Figure 1. Sequential cells grouped by signal name.
Scale: 4 px per um. Other sequential cells in the stronger grey, the rest of the logic in the fainter grey.
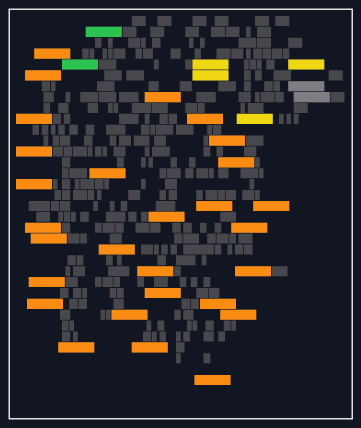
Figure 2. Routing congestion.
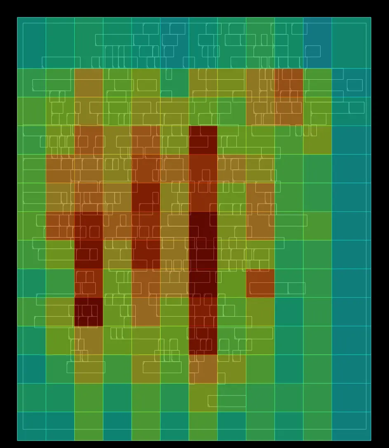
Figure 3. Gate-type map.
Scale: 4 px per um.
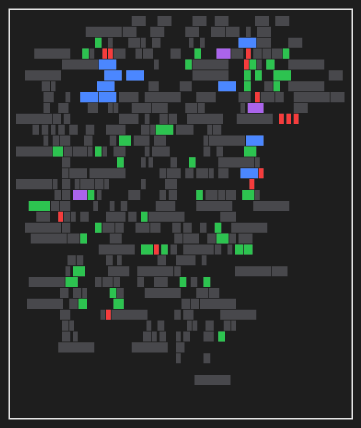
Figure 4. Signal wires on met2.
Scale: 3 px per um. Cells faint in the background.
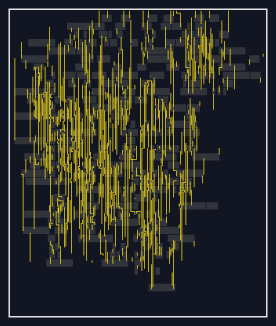
Figure 5. Layout detail.
Region (23, 51) to (63, 91) um. Cells in grey, sequential cells in the stronger grey; small squares are vias.
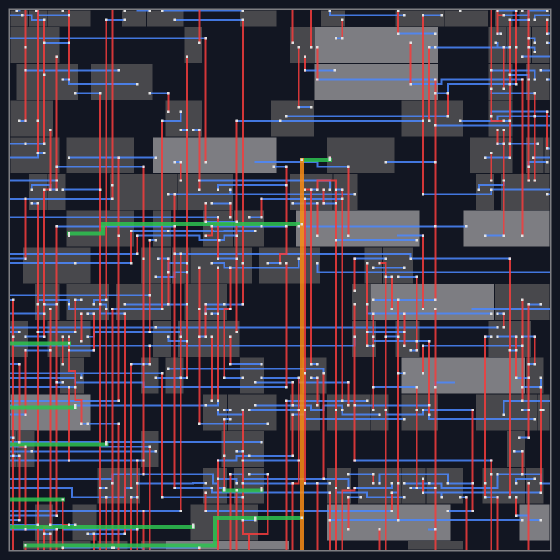
==> config.mk <==
export PLATFORM = sky130hd
export DESIGN_NAME = multi_rate_counter_flat
export DESIGN_NICKNAME = d
export VERILOG_FILES = /design/src/rtl/multi_rate_counter_pkg.sv /design/src/rtl/multi_rate_counter_if.sv /design/src/rtl/multi_rate_counter_tick_gen.sv /design/src/rtl/multi_rate_counter.sv /design/src/flat_wrapper.sv
export SDC_FILE = /design/constraint.sdc
export NUM_CORES = 1
export LEC_CHECK = 0
export CORE_ASPECT_RATIO = 1.2
export CORE_MARGIN = 1
export CORE_UTILIZATION = 30
export DETAILED_ROUTE_END_ITERATION = 8
export GPL_TIMING_DRIVEN = 0
export PLACE_DENSITY_LB_ADDON = 0.25
export SLEW_MARGIN = 20
export SYNTH_ARGS = -nofsm -noshare
export SYNTH_HDL_FRONTEND = slang
export SYNTH_HIERARCHICAL = 1
export SYNTH_SLANG_ARGS = --single-unit
==> constraint.sdc <==
create_clock -name clk_i -period 3.28 [get_ports clk_i]
set_input_delay 0.656 -clock clk_i [delete_from_list [all_inputs] [get_ports clk_i]]
set_output_delay 0.656 -clock clk_i [all_outputs]
set_load 0.01 [all_outputs]
==> impl_metrics.csv <==
group,metric,value,unit
synth,synth.most_common_cell,"dfrtp_1",
worst_hold_path,min_path_cells,2,
die,die-width,85.35,um
final_layout,drive_above_1_share,11.40,%
synth,synth-async-reset-ratio,100.0,%
synth,postSynthAreaPerCell,8.838,um2
die,ios,17,
final_timing,slew_viol_final,0,
final_timing,holdWs,507.2,ps
final_timing,skew,5.789,ps
final_layout,nNetsFinal,327,
synth,syn_inst,283,
final_layout,area_growth,15.11,%
routing,drtIter0Drc,215,
job,maxCapViolations,0,
final_layout,largest_reg_flops,28,
setup_path,startpoint_type,"input pin",
global_route,grt_first_pass_wirelength,11360,um
placement,placed_cell_area,2786,um2
final_timing,setup_viol,0,
final_layout,num-fill-cells,861,
setup_path,cp.required,3460,ps
synth,yosys_cells,283,
final_timing,period_used_share,89.47,%
routing,drc_errors,0,
final_layout,diodes,0,
final_timing,tns,0,ps
final_timing,slew_headroom,32.02,%
die,fp.dieH,102.0,um
synth,ys_ff,36,
power_and_ir_drop,ir_drop,0.0001646,V
final_timing,fin_ws,345.3,ps
synth,netlist-cell-type-count,65,
worst_hold_path,hp-class,"reg2reg",
final_timing,worstMarginPinSlew,1010,ps
final_layout,combGateArea,1421,um2
clock_tree,cts_tree,"built",
placement,io_buffers,16,
power_and_ir_drop,power,1136,uW
placement,dp_hpwl,4884,um
final_timing,fmax,340.7,MHz
synth,top_area_share,36.02,%
global_route,grt_max_degree,31,
power_and_ir_drop,p_leak,0.001147,uW
job,tool_warnings,33,
final_layout,fin_area,2879,um2
routing,post_drt_via_cell_ratio,5.709,
placement,gp_congestion,0.9223,
synth,ys_area,2501,um2
setup_path,reg2reg_setup_slack,510,ps
global_route,grt_pass1_vias,2280,
setup_path,critPathMaxFanout,10,
synth,synth_seq_share,36.02,%
placement,dp_slack,59.00,ps
die,die_area,8707,um2
routing,dr.pass1.iters,5,
die,core-area,8108,um2
clock_tree,clock_latency,300,ps
global_route,antenna_found_initial,0,
clock_tree,clock_sinks,36,
setup_path,arrival,3110,ps
synth,synth_nets,304,
synth,top_cells_by_area,"dfrtp_1, ha_1, nor4_1",
synth,top_cells_by_count,"dfrtp_1, nor2_1, nor3_1",
power_and_ir_drop,p_per_area,394.6,nW/um2
clock_tree,clockRootBuffer,"clkbuf_8",
die,fp_util,30.85,%
setup_path,cp-end-kind,"register",
outcome,status,"complete, no violations",
clock_tree,cts_post_setup_buffers_inserted,0,
clock_tree,cts_max_level,2,
final_timing,hold_viol_final,0,
synth,top_area_cell,"dfrtp_1",
clock_tree,clock_path_buffers,2,
final_timing,rsz0062_at_grt,"false",
clock_tree,cts_resized,0,
synth,edf_count,0,
final_timing,min_period,2935,ps
synth,yosysWarningCount,6,
global_route,gr-total-overflow,0,
setup_path,worst-setup-path-type,"in2reg",
synth,synthFlopType,"dfrtp_1",
synth,netlist_area,2501,um2
clock_tree,hold_buffers,0,
clock_tree,clkTransAtPathRegs,80,ps
die,placementRows,36,
routing,ant_nets,0,
clock_tree,cts_buffers,5,
setup_path,reg2reg_depth,6,
About Figure 1:
colour	netlist name	flops
green	u_core/u_tick_gen/speed_q	2
yellow	u_core/bus.counter_value	4
orange	u_core/u_tick_gen/div_q	28
not coloured	2
Register Area: 900.9 um2
Seq group: 548 uW

About Figure 2:
Core Util, Final: 35.51%
gr usage total: 17.04%
grt met1 use: 20.89%
GRT busiest layer: met2
wire per inst: 17.55 um

About Figure 3:
colour	family	cells
green	aoi and oai cells	40
blue	fa/ha/maj cells	10
red	inv cells	13
purple	mux cells	3
Top cell excl fill/tap: dfrtp_1
Comb area share: 49.37%
Final Non-Filler Cells: 402

About Figure 4:
share of all routed wire	49%
longest straight run	34.0 um
wire length on this layer	3,480 um
main direction	vertical
WL final: 7057 um
met2 global-route usage: 29.28%
DR vias: 2,295

About Figure 5:
colour	layer
blue	M1
green	M3
orange	M4
red	M2
cells with their middle in the window	91
most frequent	nor2_1 (9), dfrtp_1 (9)
sequential cells in the window	9

[placed cells by master, fill, tap and decap left out, drive strengths merged, types with 7 or more instances in the layout]
cell type	instances
nor2	23
inv	13
or4	7
nand2	17
nor4	19
nor3	19
clkbuf	19
dfrtp	36
ha	10
nand4	11
buf	7
clkdlybuf4s50	16
nand3	14
o21ai	18
[metrics by stage]
stage	utilization [%]	instances
2_1_floorplan	-	283
3_3_place_gp	34.29	394
3_5_place_dp	34.37	394
4_1_cts	35.51	402
5_1_grt	35.51	402
6_report	35.51	402
[logic make-up after synthesis]
family                   after synthesis  share of synthesized area (%)
AND/OR/NAND/NOR                      139                          31.82
AND-OR/OR-AND                         56                          16.41
flip-flops                            36                          36.02
buffers and inverters                 33                          7.403
adder cells (fa/ha/maj)               10                          5.003
XOR/XNOR                               6                          2.101
multiplexers                           3                          1.251
[cell type report]
type / instances / area share [%]
plain buffers: 20 / 4.737
clock buffers: 6 / 2.868
clock inverters: 2 / 0.3477
inverters: 13 / 1.695
multi-input cells: 214 / 49.37
flip-flops and latches: 36 / 31.29
well taps: 95 / 4.129
repair buffers: 16 / 5.563
[critical path, stage by stage]
cell,delay (ps)
clkdlybuf4s50_1,510
xor2_1,190
or3_2,520
a31oi_2,410
clkbuf_1,460
nor3_1,100
a221o_1,280
[power breakdown]
| part | switching (uW) | leakage (uW) | internal [uW] |
|---|---|---|---|
| sequential | 58.2 | 0.000428 | 490 |
| clock | 171 | 0.0000510 | 168 |
| combinational | 144 | 0.000667 | 105 |
| total | 373 | 0.00115 | 763 |
[layer usage]
metal	global-route usage (%)	wire length [um]	vias to the layer above
met5	0	0	-
met3	3.069	248	12
met1	20.89	3179	1119
met2	29.28	3476	50
met4	7.949	153	0
li1	-	-	1114
No activity file was given, so power comes from the tool's default toggle rates.
